<file path="src/rtl/pipeline_ctrl.sv">
// pipeline_ctrl: central stall/flush sequencer for the 5-stage MIPS pipeline.
// Latency: stall, pc_en, flush and new_pc are combinational in the request cycle; busy follows the FSM register.
// Backpressure: stall requests freeze the requesting stage and everything upstream; a redirect is held off while MEM is busy.
//
// Ports:
//   clk, rst          clock, synchronous active-high reset
//   stallreq_if/id/ex/mem  per-stage stall requests (mem highest priority)
//   excp_valid, excp_eret  exception / ERET commit from MEM (eret qualifies valid)
//   cp0_epc, cp0_ebase, cp0_bev  CP0 state used to form the redirect target
//   stall[5:0]        per-stage freeze: [0]=pc [1]=if [2]=id [3]=ex [4]=mem [5]=wb
//   pc_en             PC register enable (~stall[0])
//   flush, new_pc     one-cycle flush of all stage registers and PC redirect target
//   busy              sequencer is in PENDING or HOLD
//   perf_stall_cycles, perf_flush_count  only when PIPE_PERF_CNT_EN is defined
//
// Build option: define PIPE_PERF_CNT_EN to add the two 32-bit performance counters.

module pipeline_ctrl #(
  parameter logic [31:0] BEV_VECTOR = 32'hBFC00380,
  parameter logic [11:0] EXC_OFFSET = 12'h180
) (
  input  logic        clk,
  input  logic        rst,
  input  logic        stallreq_if,
  input  logic        stallreq_id,
  input  logic        stallreq_ex,
  input  logic        stallreq_mem,
  input  logic        excp_valid,
  input  logic        excp_eret,
  input  logic [31:0] cp0_epc,
  input  logic [31:0] cp0_ebase,
  input  logic        cp0_bev,
  output logic [5:0]  stall,
  output logic        pc_en,
  output logic        flush,
  output logic [31:0] new_pc,
`ifdef PIPE_PERF_CNT_EN
  output logic [31:0] perf_stall_cycles,
  output logic [31:0] perf_flush_count,
`endif
  output logic        busy
);

  typedef enum logic [1:0] {
    S_IDLE    = 2'd0,
    S_PENDING = 2'd1,
    S_HOLD    = 2'd2
  } state_e;

  state_e      state_q, state_d;
  logic [31:0] pend_pc_q, pend_pc_d;
  logic [5:0]  stall_enc;
  logic [31:0] target;

  // Priority stall encoding: a stalled stage also freezes every stage upstream of it.
  always_comb begin
    stall_enc = 6'b000000;
    if (stallreq_mem)      stall_enc = 6'b011111;
    else if (stallreq_ex)  stall_enc = 6'b001111;
    else if (stallreq_id)  stall_enc = 6'b000111;
    else if (stallreq_if)  stall_enc = 6'b000011;
  end

  // Redirect target. EBase page is the upper 20 bits; its low 12 bits are replaced by the offset.
  always_comb begin
    if (excp_eret)    target = cp0_epc;
    else if (cp0_bev) target = BEV_VECTOR;
    else              target = (cp0_ebase & 32'hFFFFF000) | {20'h0, EXC_OFFSET};
  end

  // State register
  always_ff @(posedge clk) begin
    if (rst) begin
      state_q   <= S_IDLE;
      pend_pc_q <= '0;
    end else begin
      state_q   <= state_d;
      pend_pc_q <= pend_pc_d;
    end
  end

  // Next-state logic
  always_comb begin
    state_d   = state_q;
    pend_pc_d = pend_pc_q;
    case (state_q)
      S_IDLE: begin
        if (excp_valid) begin
          if (stallreq_mem) begin
            // MEM still owns an access: remember where to go and wait.
            state_d   = S_PENDING;
            pend_pc_d = target;
          end else begin
            state_d = S_HOLD;
          end
        end
      end
      S_PENDING: begin
        // excp_valid is ignored here; the first event already owns the redirect.
        if (!stallreq_mem) state_d = S_HOLD;
      end
      S_HOLD: begin
        // excp_valid seen now is the stale pre-flush value, so it is dropped.
        state_d = S_IDLE;
      end
      default: state_d = S_IDLE;
    endcase
  end

  // Output logic
  always_comb begin
    flush  = 1'b0;
    new_pc = '0;
    case (state_q)
      S_IDLE: begin
        if (excp_valid && !stallreq_mem) begin
          flush  = 1'b1;
          new_pc = target;
        end
      end
      S_PENDING: begin
        new_pc = pend_pc_q;
        if (!stallreq_mem) flush = 1'b1;
      end
      default: ;
    endcase
    // A reset cycle never issues a flush, whatever state is being left.
    if (rst) flush = 1'b0;
    // The flush cycle moves everything: no stage may be frozen while redirecting.
    stall = flush ? 6'b000000 : stall_enc;
    pc_en = ~stall[0];
    busy  = (state_q != S_IDLE);
  end

`ifdef PIPE_PERF_CNT_EN
  logic [31:0] perf_stall_q;
  logic [31:0] perf_flush_q;

  always_ff @(posedge clk) begin
    if (rst) begin
      perf_stall_q <= '0;
      perf_flush_q <= '0;
    end else begin
      if (stall[0] && !flush) perf_stall_q <= perf_stall_q + 32'd1;
      if (flush)              perf_flush_q <= perf_flush_q + 32'd1;
    end
  end

  assign perf_stall_cycles = perf_stall_q;
  assign perf_flush_count  = perf_flush_q;
`endif

endmodule
</file>
<file path="config.mk">
export PLATFORM = sky130hd
export DESIGN_NAME = pipeline_ctrl
export DESIGN_NICKNAME = d
export VERILOG_FILES = /design/src/rtl/pipeline_ctrl.sv
export SDC_FILE = /design/constraint.sdc
export NUM_CORES = 1
export LEC_CHECK = 0
export CAP_MARGIN = 10
export CELL_PAD_IN_SITES_DETAIL_PLACEMENT = 0
export CELL_PAD_IN_SITES_GLOBAL_PLACEMENT = 2
export CORE_MARGIN = 2
export CORE_UTILIZATION = 21
export CTS_CLUSTER_DIAMETER = 30
export DETAILED_ROUTE_END_ITERATION = 10
export GPL_TIMING_DRIVEN = 1
export HOLD_SLACK_MARGIN = 0.02
export PLACE_DENSITY = 0.95
export REMOVE_ABC_BUFFERS = 1
export SLEW_MARGIN = 30
export SYNTH_ARGS = -nofsm -noshare
export SYNTH_HDL_FRONTEND = slang
export SYNTH_SLANG_ARGS = --single-unit
</file>
<file path="constraint.sdc">
create_clock -name clk -period 3.6 [get_ports clk]
set_input_delay 0.72 -clock clk [delete_from_list [all_inputs] [get_ports clk]]
set_output_delay 0.72 -clock clk [all_outputs]
set_load 0.05 [all_outputs]
</file>
==> results.py, run 1 <==
# Generated from Yosys and OpenROAD reports
metrics = {
    "clock_network": {
        "tritoncts": "done",
        "clock-sinks": 34,
    },
    "drt": {
        "wl_met1_um": 2820,
        "antenna_left": 0,
    },
    "timing": {
        "slew_violations": 0,
        "setup_viol": 0,
        "setup_ws_ns": 0.265,
        "fmax_ghz": 0.300,
    },
    "layout": {
        "drive_above_1_share_pct": 21.1,
        "lay_top_count": "clkdlybuf4s50_1",
        "fin_area_mm2": 0.00331,
        "fillCellCount": 878,
    },
    "logic_synthesis": {
        "synth-main-ff-cell": "dfxtp_1",
        "avgSynthCellArea_um2": 7.78,
        "top_area_cell": "dfxtp_1",
        "syn-cell-area_mm2": 0.00192,
    },
    "place": {
        "placed_cells": 441,
    },
    "worst_setup_path": {
        "ff2ff_path_depth": 5,
        "rrSetupSlack_ns": 1.80,
        "rr_startpoint": "state_q[1]",
        "cp_top_family": "buffers and inverters",
        "path_class": "input pin to output pin",
    },
    "grt": {
        "grt_pass1_wl_um": 10300,
        "met2_usage_pct": 22.0,
    },
    "power_and_ir_drop": {
        "ir_drop_uv": 113,
        "power_leakage_nw": 1.19,
        "total_power_mw": 1.10,
    },
    "min_path": {
        "hold_end": "pend_pc_q[1]",
        "hold_path.class": "register to register",
    },
    "floorplan": {
        "fp_util_pct": 21.8,
        "num_tap_cells": 108,
        "rows": 34,
    },
    "job": {
        "tool_warnings": 37,
    },
    "run_status": {
        "outcome": "complete, no violations",
    },
}
[run 1: flip-flops by register name (all words and copies together), names as in the netlist]
register   flops
state_q        2
pend_pc_q     32
[run 1: power breakdown]
| group | total [mW] | internal (mW) | switching, mW | leakage [nW] |
|---|---|---|---|---|
| sequential | 0.410 | 0.398 | 0.0126 | 0.278 |
| clock | 0.332 | 0.193 | 0.139 | 0.0575 |
| combinational | 0.359 | 0.164 | 0.195 | 0.859 |
| total | 1.10 | 0.755 | 0.346 | 1.19 |
[run 1: logic make-up (layout without fill, tap and decap cells)]
group                  count (synthesis)  count (layout)  share of synthesized area [%]
AND/OR/NAND/NOR                      100             100                           26.1
other                                  1               1                          0.195
multiplexers                           1               1                          0.521
buffers and inverters                 29             123                           8.66
flip-flops                            34              34                           35.4
AND-OR/OR-AND                         82              82                           29.1
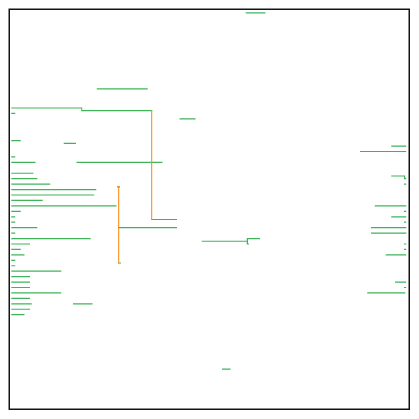
run_1/layers.png
Scale: 4 px per µm. Only two layers are drawn.
[M4] orange | wire length: 46.2 µm
[M3] green | wire length: 388 µm
vias after detailed routing: 2165
Routed WL: 6400 µm
GRT Total Usage: 12.8%
DR WL/cell: 14.2 µm

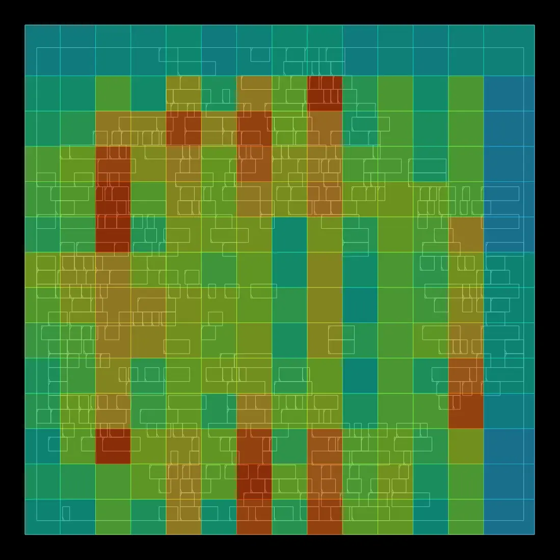
run_1/congestion_map.png
met1 Usage GRT: 15.7%
most crowded layer after global routing: met2
met3 usage: 3.72%

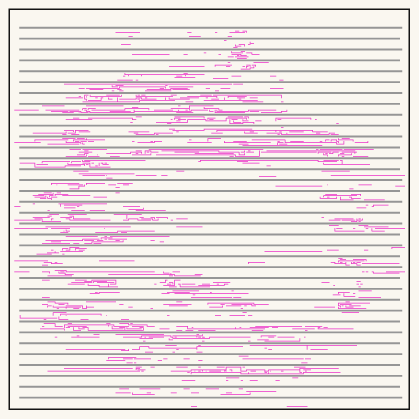
run_1/m1.png
Scale: 4 px per µm. Supply wires on this layer in grey.
longest straight run: 41.9 µm
main direction: horizontal
wire length on this layer: 2820 µm
nets with wire on the layer: 339
share of all routed wire: 44%

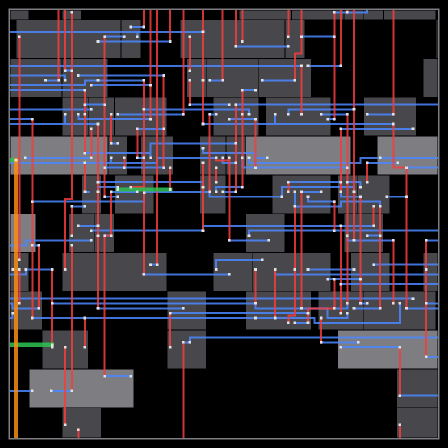
run_1/closeup.png
Region (35, 55) to (65, 85) µm. Cells in grey, sequential cells in the stronger grey; small squares are vias.
[M4] orange
[M1] blue
[M2] red
[M3] green
most frequent: nor2_1 (7), buf_4 (7), dfxtp_1 (5)
netlist names of flops here include: `pend_pc_q` (3), `state_q` (2)
sequential cells in the window: 5
cells with their middle in the window: 48

run_1/gates.png
Scale: 4 px per µm.
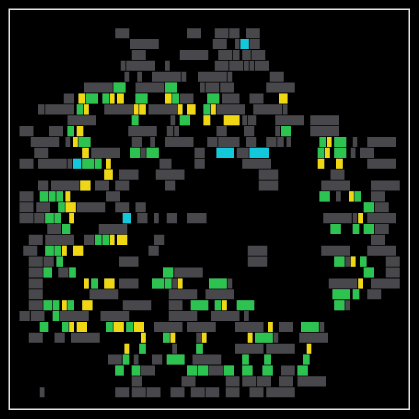

## Run 2: what changed since run 1
Settings changed: CORE_UTILIZATION 21 to 34, DONT_BUFFER_PORTS set to 1, PLACE_DENSITY 0.95 to 0.91.
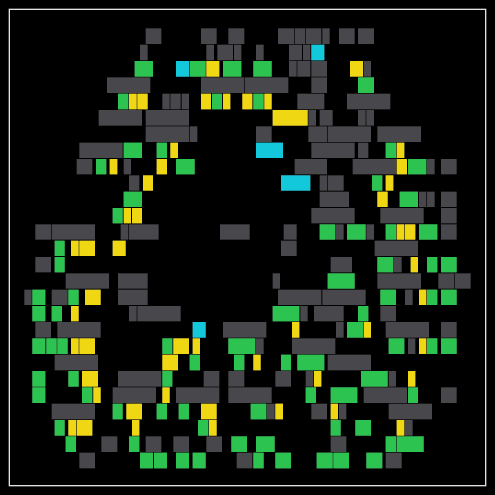
run_2/gates.png
Scale: 6 px per µm.
[aoi and oai cells] green | cells: 82 | where: widely spread
[and/or cells] cyan | cells: 5
[nand cells] yellow | cells: 51 | where: widely spread
filler-free cell count of the finished design: 337
most numerous logic cell after layout: buf_4
combinational fraction of the cell area: 48.4%

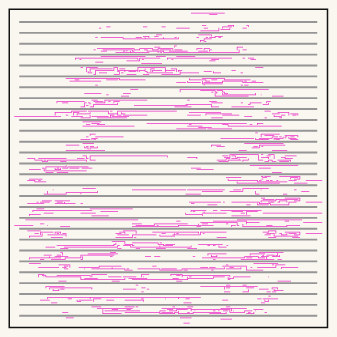
run_2/m1.png
Scale: 4 px per µm. Supply wires on this layer in grey.
longest straight run: 38.2 µm
wire length on this layer: 2230 µm
main direction: horizontal
vias after detailed routing: 1844
Routed WL: 5030 µm
met1 Usage GRT: 20.3%

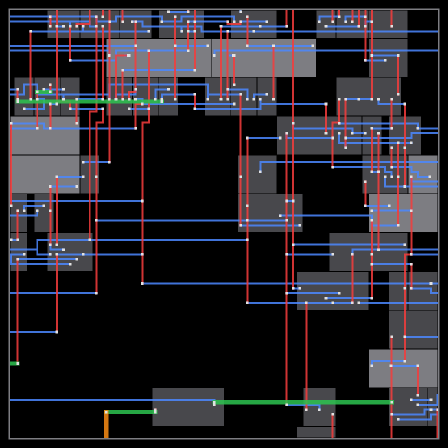
run_2/closeup.png
Region (25, 40) to (55, 70) µm. Cells in grey, sequential cells in the stronger grey; small squares are vias.
[M4] orange
[M1] blue
[M2] red
[M3] green
netlist names of flops here include: `pend_pc_q` (5), `state_q` (1)
cells with their middle in the window: 45
sequential cells in the window: 6
most frequent: nor2_1 (6), dfxtp_1 (6), buf_4 (4)

==> run 2 against run 1 <==
Against the previous run: hold slack worse by 0.0088 ns; total power is 17% lower; register-to-register slack worse by 0.09 ns; clock skew is 0.0038 ns lower; global-route usage is 3.0 points higher; highest routed layer unchanged; core utilization is 3.2 points higher; final cell count is 25% lower; synthesized cell count stayed put; wire length is 21% lower; first-iteration DRC count is 20% higher; critical path type is now register to output pin.
==> results.py, run 2 <==
# Generated from Yosys and OpenROAD reports
metrics = {
    "grt": {
        "grt_busiest_layer": "met2",
        "grt_usage_pct": 15.9,
        "met3_usage_pct": 4.32,
        "grt_pass1_wl_um": 7870,
    },
    "power_and_ir_drop": {
        "pwr-share-seq_pct": 45.0,
        "ir_drop_uv": 253,
        "power_leakage_nw": 0.808,
        "seq_power_uw": 413,
        "top_power_group": "sequential cells",
        "p_sw_share_pct": 32.4,
        "combinationalPowerShare_pct": 23.9,
        "p_sw_uw": 297,
        "total_power_uw": 918,
        "p_clk_uw": 285,
        "comb_power_uw": 219,
        "p_int_uw": 621,
    },
    "clock_network": {
        "tritoncts": "done",
        "clock-sinks": 34,
    },
    "worst_setup_path": {
        "cp_top_family": "simple AND/OR/NAND/NOR gates",
        "ff2ff_path_depth": 4,
    },
    "drt": {
        "wl_met1_um": 2230,
    },
    "logic_synthesis": {
        "yosys.area_share.simple_pct": 26.1,
        "synth-main-ff-cell": "dfxtp_1",
        "ys_sh_aoi_pct": 29.1,
        "ys_sh_mux_pct": 0.521,
        "avgSynthCellArea_um2": 7.78,
    },
    "layout": {
        "largest_reg_flops": 32,
        "fin_area_mm2": 0.00223,
        "regMostFlops": "pend_pc_q",
        "fillCellCount": 602,
    },
    "run_status": {
        "outcome": "complete, no violations",
    },
    "timing": {
        "fmax_ghz": 0.346,
        "setup_ws_ns": 0.711,
    },
    "floorplan": {
        "fp_util_pct": 35.1,
        "num_tap_cells": 72,
    },
    "job": {
        "tool_warnings": 37,
    },
    "min_path": {
        "hold_path.class": "register to register",
        "hold_end": "pend_pc_q[10]",
    },
    "place": {
        "placed_cells": 329,
    },
}
## run 2: netlist changes by cell type in the layout (fill, tap and decap cells not counted), moves of 2 or more
cell,previous run,this run
clkdlybuf4s50_1,65,0
clkbuf_8,8,6
buf_4,25,38
buf_12,23,0
## run 2: worst max path at each step
stage / from / endpoint / slack, ns / depth (start not counted)
6_report: state_q[1] / new_pc[9] / 0.71 / 4
5_1_grt: state_q[1] / new_pc[9] / 0.54 / 4
4_1_cts: state_q[1] / new_pc[9] / 0.69 / 4
3_5_place_dp: cp0_bev / new_pc[19] / 0.96 / 4
3_3_place_gp: stallreq_mem / new_pc[9] / 0.97 / 4
2_1_floorplan: stallreq_mem / stall[0] / 0.23 / 2
Power is estimated from default activity; no workload was simulated.
